--- src/rtl/uart_pkg.sv ---
// Shared types and constants for the UART receive path.
package uart_pkg;

    localparam int DATA_W     = 8;
    localparam int OVERSAMPLE = 8;

    typedef enum logic [1:0] {
        ST_IDLE    = 2'd0,
        ST_RECV    = 2'd1,
        ST_CAPTURE = 2'd2
    } rx_state_t;

endpackage

--- src/rtl/rx_fifo.sv ---
// Small first-word-fall-through byte FIFO.
// Holds storage, pointers and occupancy only; no error flags.
module rx_fifo #(
    parameter int DEPTH  = 4,
    parameter int DATA_W = 8
) (
    input  logic                   clk,
    input  logic                   rst,
    input  logic                   push,
    input  logic                   pop,
    input  logic [DATA_W-1:0]      din,
    output logic [DATA_W-1:0]      dout,
    output logic [$clog2(DEPTH):0] count,
    output logic                   full,
    output logic                   empty
);

    localparam int AW = $clog2(DEPTH);

    logic [DATA_W-1:0] mem [DEPTH];
    logic [AW-1:0]     wr_ptr;
    logic [AW-1:0]     rd_ptr;
    logic              do_push;
    logic              do_pop;

    assign empty   = (count == '0);
    assign full    = (count == (AW+1)'(DEPTH));
    assign do_pop  = pop & ~empty;
    // A pop frees the slot, so a full FIFO still accepts a push alongside it.
    assign do_push = push & (~full | do_pop);
    assign dout    = empty ? '0 : mem[rd_ptr];

    always_ff @(posedge clk or posedge rst) begin
        if (rst) begin
            wr_ptr <= '0;
            rd_ptr <= '0;
            count  <= '0;
        end else begin
            if (do_push) wr_ptr <= wr_ptr + 1'b1;
            if (do_pop)  rd_ptr <= rd_ptr + 1'b1;
            case ({do_push, do_pop})
                2'b10:   count <= count + 1'b1;
                2'b01:   count <= count - 1'b1;
                default: count <= count;
            endcase
        end
    end

    always_ff @(posedge clk) begin
        if (do_push) mem[wr_ptr] <= din;
    end

endmodule

--- src/rtl/uart_rx_ctrl.sv ---
// Receive-side controller: frames -> FIFO -> valid/ready consumer,
// with overrun, stuck-frame and idle-with-data reporting.
import uart_pkg::*;

module uart_rx_ctrl #(
    parameter int DEPTH        = 4,
    parameter int IDLE_TIMEOUT = 96,
    parameter int MAX_FRAME    = 80
) (
    input  logic                   clk,
    input  logic                   rst,
    input  logic                   rx_status,
    input  logic [DATA_W-1:0]      rx_byte,
    input  logic                   rd_ready,
    input  logic                   clr_err,
    output logic                   rd_valid,
    output logic [DATA_W-1:0]      rd_data,
    output logic [$clog2(DEPTH):0] fifo_count,
    output logic                   rx_busy,
    output logic                   overrun,
    output logic                   frame_err,
    output logic                   idle_irq
);

    localparam int FW = $clog2(MAX_FRAME + 1);
    localparam int TW = $clog2(IDLE_TIMEOUT + 1);

    rx_state_t     state;
    rx_state_t     state_n;
    logic [FW-1:0] frame_cnt;
    logic [FW-1:0] frame_cnt_n;
    logic [TW-1:0] idle_tmr;
    logic          push;
    logic          pop;
    logic          full;
    logic          empty;
    logic          frame_set;
    logic          ovr_set;

    rx_fifo #(
        .DEPTH  (DEPTH),
        .DATA_W (DATA_W)
    ) u_fifo (
        .clk   (clk),
        .rst   (rst),
        .push  (push),
        .pop   (pop),
        .din   (rx_byte),
        .dout  (rd_data),
        .count (fifo_count),
        .full  (full),
        .empty (empty)
    );

    assign rd_valid = ~empty;
    assign pop      = rd_valid & rd_ready;
    assign ovr_set  = push & full & ~pop;
    assign rx_busy  = (state == ST_RECV);
    assign idle_irq = (idle_tmr == TW'(IDLE_TIMEOUT));

    always_ff @(posedge clk or posedge rst) begin
        if (rst) begin
            state     <= ST_IDLE;
            frame_cnt <= '0;
        end else begin
            state     <= state_n;
            frame_cnt <= frame_cnt_n;
        end
    end

    // A saturated frame counter marks an aborted frame: it is not captured.
    always_comb begin
        state_n     = state;
        frame_cnt_n = frame_cnt;
        push        = 1'b0;
        frame_set   = 1'b0;
        unique case (state)
            ST_IDLE: begin
                if (rx_status) begin
                    state_n     = ST_RECV;
                    frame_cnt_n = '0;
                end
            end
            ST_RECV: begin
                if (!rx_status) begin
                    state_n = (frame_cnt == FW'(MAX_FRAME)) ? ST_IDLE
                                                            : ST_CAPTURE;
                end else if (frame_cnt != FW'(MAX_FRAME)) begin
                    frame_cnt_n = frame_cnt + 1'b1;
                    frame_set   = (frame_cnt == FW'(MAX_FRAME - 1));
                end
            end
            ST_CAPTURE: begin
                push        = 1'b1;
                frame_cnt_n = '0;
                state_n     = rx_status ? ST_RECV : ST_IDLE;
            end
            default: state_n = ST_IDLE;
        endcase
    end

    always_ff @(posedge clk or posedge rst) begin
        if (rst) begin
            overrun   <= 1'b0;
            frame_err <= 1'b0;
        end else begin
            if (ovr_set)      overrun <= 1'b1;
            else if (clr_err) overrun <= 1'b0;
            if (frame_set)    frame_err <= 1'b1;
            else if (clr_err) frame_err <= 1'b0;
        end
    end

    always_ff @(posedge clk or posedge rst) begin
        if (rst) begin
            idle_tmr <= '0;
        end else if (push || pop || state != ST_IDLE) begin
            idle_tmr <= '0;
        end else if (fifo_count != '0 && !idle_irq) begin
            idle_tmr <= idle_tmr + 1'b1;
        end
    end

endmodule

--- config.mk ---
export PLATFORM = sky130hd
export DESIGN_NAME = uart_rx_ctrl
export DESIGN_NICKNAME = d
export VERILOG_FILES = /design/src/rtl/uart_pkg.sv /design/src/rtl/rx_fifo.sv /design/src/rtl/uart_rx_ctrl.sv
export SDC_FILE = /design/constraint.sdc
export NUM_CORES = 1
export LEC_CHECK = 0
export ABC_CLOCK_PERIOD_IN_PS = 2700
export CAP_MARGIN = 20
export CORE_ASPECT_RATIO = 1.2
export CORE_MARGIN = 2
export CORE_UTILIZATION = 55
export DETAILED_ROUTE_END_ITERATION = 10
export PLACE_DENSITY = 0.78
export SYNTH_ARGS = -nofsm -noshare
export SYNTH_HDL_FRONTEND = slang
export SYNTH_SLANG_ARGS = --single-unit
--- constraint.sdc ---
create_clock -name clk -period 2.7 [get_ports clk]
set_input_delay 0.81 -clock clk [delete_from_list [all_inputs] [get_ports clk]]
set_output_delay 0.81 -clock clk [all_outputs]
set_load 0.01 [all_outputs]
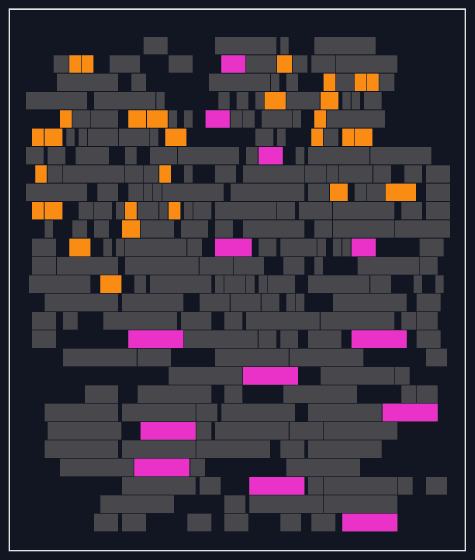
Run 1: selected gate families
magenta -> mux cells  # cells 13
orange -> aoi and oai cells  # cells 29

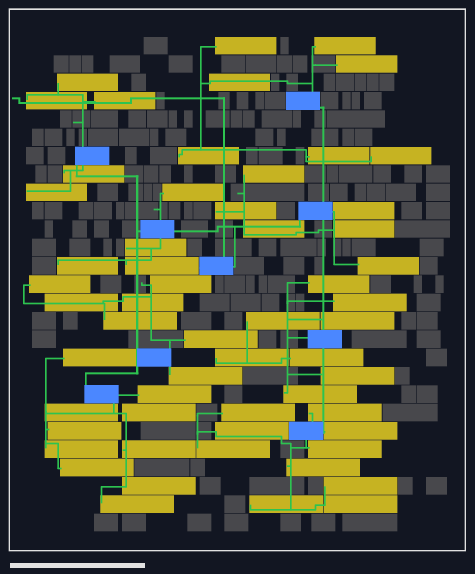
Run 1: routed clock nets over the placement
Scale bar: 20 um.
blue -> clock drivers  # count 9
yellow -> flip-flops  # count 57
green -> clock wires  # length 635 um
flops lie = all over the die
routed clock nets = 10

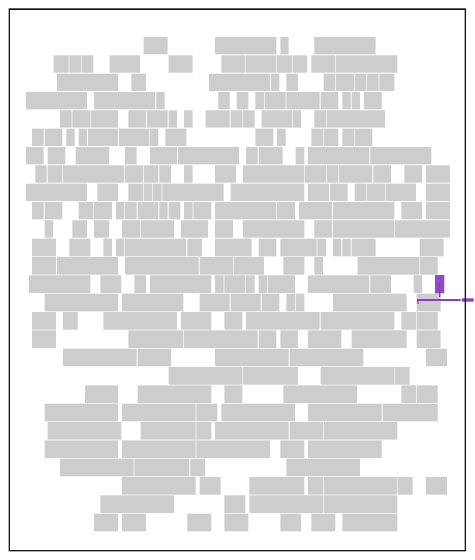
Run 1: port wiring
purple -> `rst`  # bits 1, direction input, end cells 1, buffers 1, wire 8.90 um
number of port buffers: 28
I/O Pins: 29

==> impl_metrics.toml, run 1 <==
# synthesis and place-and-route metrics
[final_layout]
area_share_nonclk_buffers_pct = 11.1
logic_gates = 119
diodes = 0
seqCellArea_sq_um = 1590
largestClassByArea = "registers"
drive_gt1_share_pct = 18.5

[clock_tree]
numCtsBuffers = 9
clock_path_buffers = 2

[pwr]
p_int_mw = 1.91
switching_share_pct = 30.0
combinationalPowerShare_pct = 31.5
p_clk_share_pct = 26.9
switching_power_uw = 817

[synth]
aoi_share_pct = 7.92
synthCells = 197
synthXorXnorAreaFrac_pct = 1.98
synthTopLogicFamily = "simple AND/OR/NAND/NOR gates"
synth_async_sr_flop_share_pct = 43.9

[sta]
slew_headroom_pct = 69.1
maxSlewViolCount = 0
period_needed_ns = 2.65
finClkSkew_ns = 0.0100

[run_status]
outcome = "complete, no violations"

[detailed_routing]
dr.pass1.iters = 4
viasPerCell = 5.64
drt_iter0_drc = 125
wirelength_mm = 4.75

[hold_path]
holdPathEnd = "frame_err"

[floorplan]
rows = 27
dieHeight_um = 80.1

[worst_setup_path]
ff2ff_path_depth = 9
critPathMaxStageDelay_ns = 0.53
worstPathArrival_ns = 1.84

[placement]
dpl-instance-area_sq_um = 3060
[run 1: registers in the layout, summed over array words and instances, names as in the netlist]
name,cells
idle_tmr,7
u_fifo.wr_ptr,2
u_fifo.rd_ptr,2
overrun,1
u_fifo.count,3
frame_cnt,7
frame_err,1
u_fifo.mem,32
state,2
[run 1: synthesized netlist by cell type, types with 4 or more instances]
cell	number
nor2_1	4
nand2_1	12
dfrtp_1	25
mux4_2	8
o21ai_0	4
ha_1	9
mux2i_1	4
or3_1	4
inv_1	17
xnor2_1	4
nor2b_1	10
and2_2	4
nand2b_1	4
o31ai_1	5
a21oi_1	11
edfxtp_1	32
nand3_1	7
or4_1	4
[run 1: worst max path at each step]
stage                           end  slack (ns)  depth (start not counted)
global route               idle_irq       -0.01                          3
CTS                        idle_irq      0.0007                          3
detailed placement  u_fifo.count[2]       -0.46                         10
finish                     idle_irq        0.05                          3
global placement    u_fifo.count[2]       -0.35                         10
floorplan           u_fifo.count[2]        0.02                         10
[run 1: power by group through the flow]
| stage | clock network, mW | registers (mW) | logic (mW) |
|---|---|---|---|
| floorplan | 0 | 1.11 | 0.529 |
| global placement | 0 | 1.14 | 0.863 |
| detailed placement | 0 | 1.15 | 0.885 |
| CTS | 0.743 | 1.14 | 0.860 |
| global route | 0.785 | 1.15 | 0.939 |
| finish | 0.735 | 1.13 | 0.859 |
[run 1: timing repair]
item / in CTS / in global routing
endpoints found under the setup margin: 10 / 2
pin swaps: 3 / 1
gates resized: 15 / 1
hold buffers: 0 / 0
buffers inserted: 2 / 0
[run 1: layer usage]
metal / wire length (um) / vias to the layer above / part of all wire [%]
li1: - / 822 / -
met4: 102 / 0 / 2.1
met1: 2180 / 853 / 46
met2: 2290 / 41 / 48
met3: 180 / 10 / 3.8
met5: 0 / - / 0
==> run 2: changes to the inputs <==
- PLACE_DENSITY: 0.78 -> 0.79
==> impl_metrics.toml, run 2 <==
# synthesis and place-and-route metrics
[final_layout]
diodes = 0
largest_reg_flops = 32
top_register = "u_fifo.mem"
seqCellArea_sq_um = 1590
drive_gt1_share_pct = 19.5
reg.largest.list = "u_fifo.mem (32), frame_cnt (7), idle_tmr (7)"

[synth]
syn_nets = 220
synth_async_sr_flop_share_pct = 43.9
yosysMostFrequentCell = "edfxtp_1"
synthTopLogicFamily = "simple AND/OR/NAND/NOR gates"
top_cells_by_count = "32 x edfxtp_1, 25 x dfrtp_1, 17 x inv_1"

[detailed_routing]
met2WireLength_mm = 2.55
viasPerCell = 5.61
highest_layer = "met4"
dr.pass1.iters = 4
wl_met3_um = 210
wl_met1_mm = 2.01
drt_iter0_drc = 113

[clock_tree]
cts_hold_buf = 0
clk_latency_ns = 0.33
numCtsBuffers = 9
clock_path_buffers = 2

[floorplan]
dieHeight_um = 80.1
ios = 29
rows = 27

[worst_setup_path]
worstPathMaxFanout = 6
critPathMaxStageDelay_ns = 0.50

[pwr]
finalPower_mw = 2.78

[placement]
numPortBuffers = 28

[sta]
period_needed_ns = 2.67
finClkSkew_ns = 0.00730
slew_headroom_pct = 68.6
maxSlewViolCount = 0

[global_routing]
grt-ovfl-total = 0

[run_status]
outcome = "complete, no violations"
[run 2: cell counts after synthesis]
No cell type changed its count.
[run 2: final timing paths]
kind,start,to,slack (ns),cells past startpoint
hold / removal,frame_err,frame_err,0.49,2
setup / recovery,u_fifo.rd_ptr[0],rd_data[3],0.03,5
max in group asynchronous,rst,u_fifo.rd_ptr[1],1.61,3
min in group asynchronous,rst,u_fifo.wr_ptr[1],0.84,3
setup reg to reg,u_fifo.count[0],u_fifo.count[2],0.36,9
hold reg to reg,frame_err,frame_err,0.49,2
[run 2: worst min-delay path, cell delays in order, from the launching register on]
cell      delay (ns)
dfrtp_1         0.35
nand2b_1        0.06
o41ai_1         0.05
[run 2: repair_timing]
| item | in CTS | in global routing |
|---|---|---|
| resized | 15 | 5 |
| pin swaps | 1 | 2 |
| buffers inserted | 1 | 1 |
| endpoints found under the setup margin | 10 | 7 |
[run 2: cell type report]
class | instances | share of cell area, %
Inverter | 17 | 1.93
Clock inverter | 6 | 1.78
Timing Repair Buffer | 42 | 11.8
Sequential cell | 57 | 47.9
Multi-Input combinational cell | 119 | 30.5
Tap cell | 58 | 2.19
Clock buffer | 10 | 3.85
[run 2: where the power goes]
part	internal, mW	switching (mW)
sequential	1.02	0.135
combinational	0.502	0.374
clock	0.419	0.330
[run 2: per-stage QoR]
stage                     setup WS, ns  cell area [sq um]  cells  setup TNS (ns)  utilization [%]
after floorplan                 0.0196               2650    197               0                -
after global placement          -0.325               3070    291          -0.464             66.4
after detailed placement        -0.370               3070    291          -0.535             66.4
after CTS                     0.000465               3280    308               0             71.0
after global routing           -0.0439               3310    309          -0.138             71.5
final                           0.0274               3310    309               0             71.5
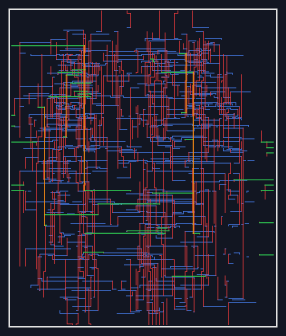
Run 2: signal wires by layer
green -> metal 3  # wire length 211 um
blue -> metal 1  # wire length 2010 um
red -> metal 2  # wire length 2550 um
orange -> metal 4  # wire length 138 um
final wirelength: 4.91 mm
routed len/inst: 15.9 um

==> run 3: changes to the inputs <==
- ABC_CLOCK_PERIOD_IN_PS: 2700 -> 3000
- clock period: 2.7 -> 3 ns (I/O delays scaled with it)
==> impl_metrics.toml, run 3 <==
# synthesis and place-and-route metrics
[synth]
synthCells = 197
yosysMostFrequentCell = "edfxtp_1"
synthXorXnorAreaFrac_pct = 1.98

[final_layout]
clock_cell_area_share_pct = 6.23
reg.largest.list = "u_fifo.mem (32), frame_cnt (7), idle_tmr (7)"
drive_gt1_share_pct = 15.4
area_share_nonclk_buffers_pct = 10.9
logic_gates = 119
largest_reg_flops = 32
buffers = 37
seq_share_pct = 48.5
largestClassByArea = "registers"
seq_cells = 57
sh_comb_area_pct = 30.1
final_cell_area_sq_um = 3270
fin_cells = 304

[clock_tree]
cts_hold_buf = 0
clock_path_buffers = 2
numCtsBuffers = 9
cts_resized = 2
post_cts_buffers = 0

[detailed_routing]
viasPerCell = 5.59
wl_per_cell_um = 15.9
drt_iter0_drc = 123

[worst_setup_path]
path_depth = 4
ff2ff_path_depth = 9
critPathMaxStageDelay_ns = 0.49
worstPathArrival_ns = 2.01

[sta]
timing.setup.tns_ns = 0
maxSlewViolCount = 0
period_needed_ns = 2.91

[placement]
placedCellCount = 287
numPortBuffers = 28

[run_status]
outcome = "complete, no violations"

[floorplan]
rows = 27
nWellTaps = 58

[global_routing]
grt-ovfl-total = 0
## run 3: cell counts after synthesis
No cell type changed its count.
## run 3: path summary, 6_finish.rpt
kind	start	end	slack (ns)
max in group asynchronous	rst	u_fifo.rd_ptr[0]	1.80
max	u_fifo.rd_ptr[0]	rd_data[4]	0.09
min reg2reg	frame_err	frame_err	0.52
min in group asynchronous	rst	frame_cnt[4]	0.92
max reg2reg	u_fifo.count[0]	u_fifo.count[2]	0.63
min	frame_err	frame_err	0.52
## run 3: routing by layer
| layer | routed length, um | vias up | GRT usage (%) | part of all wire (%) |
|---|---|---|---|---|
| met4 | 50 | 0 | 8.57 | 1.0 |
| li1 | - | 820 | - | - |
| met1 | 2120 | 836 | 27.1 | 44 |
| met2 | 2480 | 39 | 32.7 | 51 |
| met5 | 0 | - | 0 | 0 |
| met3 | 175 | 4 | 5.60 | 3.6 |
## run 3: per-stage QoR
stage	util, %	total power [mW]	setup WS [ns]
6_report	70.7	2.56	0.0946
5_1_grt	70.7	2.70	0.00616
4_1_cts	70.3	2.57	0.0161
3_5_place_dp	65.7	1.81	-0.165
3_3_place_gp	65.7	1.79	-0.0835
2_1_floorplan	-	1.48	0.230
## run 3: cell families (layout without fill, tap and decap cells)
| group | after synthesis | in the layout |
|---|---|---|
| AND/OR/NAND/NOR | 59 | 59 |
| flip-flops | 57 | 57 |
| AND-OR/OR-AND | 31 | 31 |
| buffers and inverters | 21 | 70 |
| multiplexers | 13 | 13 |
| adder cells (fa/ha/maj) | 10 | 10 |
| XOR/XNOR | 6 | 6 |
## run 3: report_power, final
part | internal [mW] | switching, mW
registers | 0.916 | 0.116
clock network | 0.468 | 0.283
logic | 0.458 | 0.318
total | 1.84 | 0.717
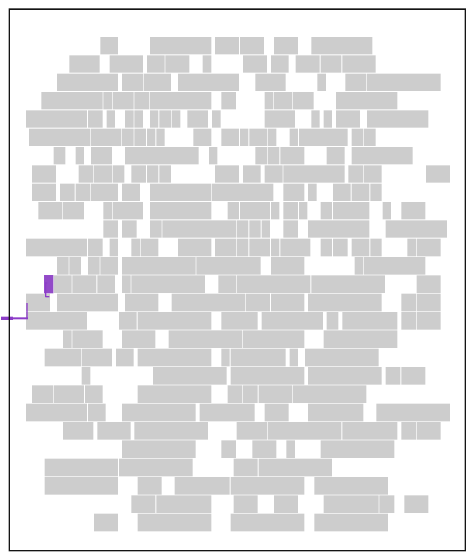
Run 3: port wiring

Power figures rest on the tool's default switching activity, not on a simulated workload.
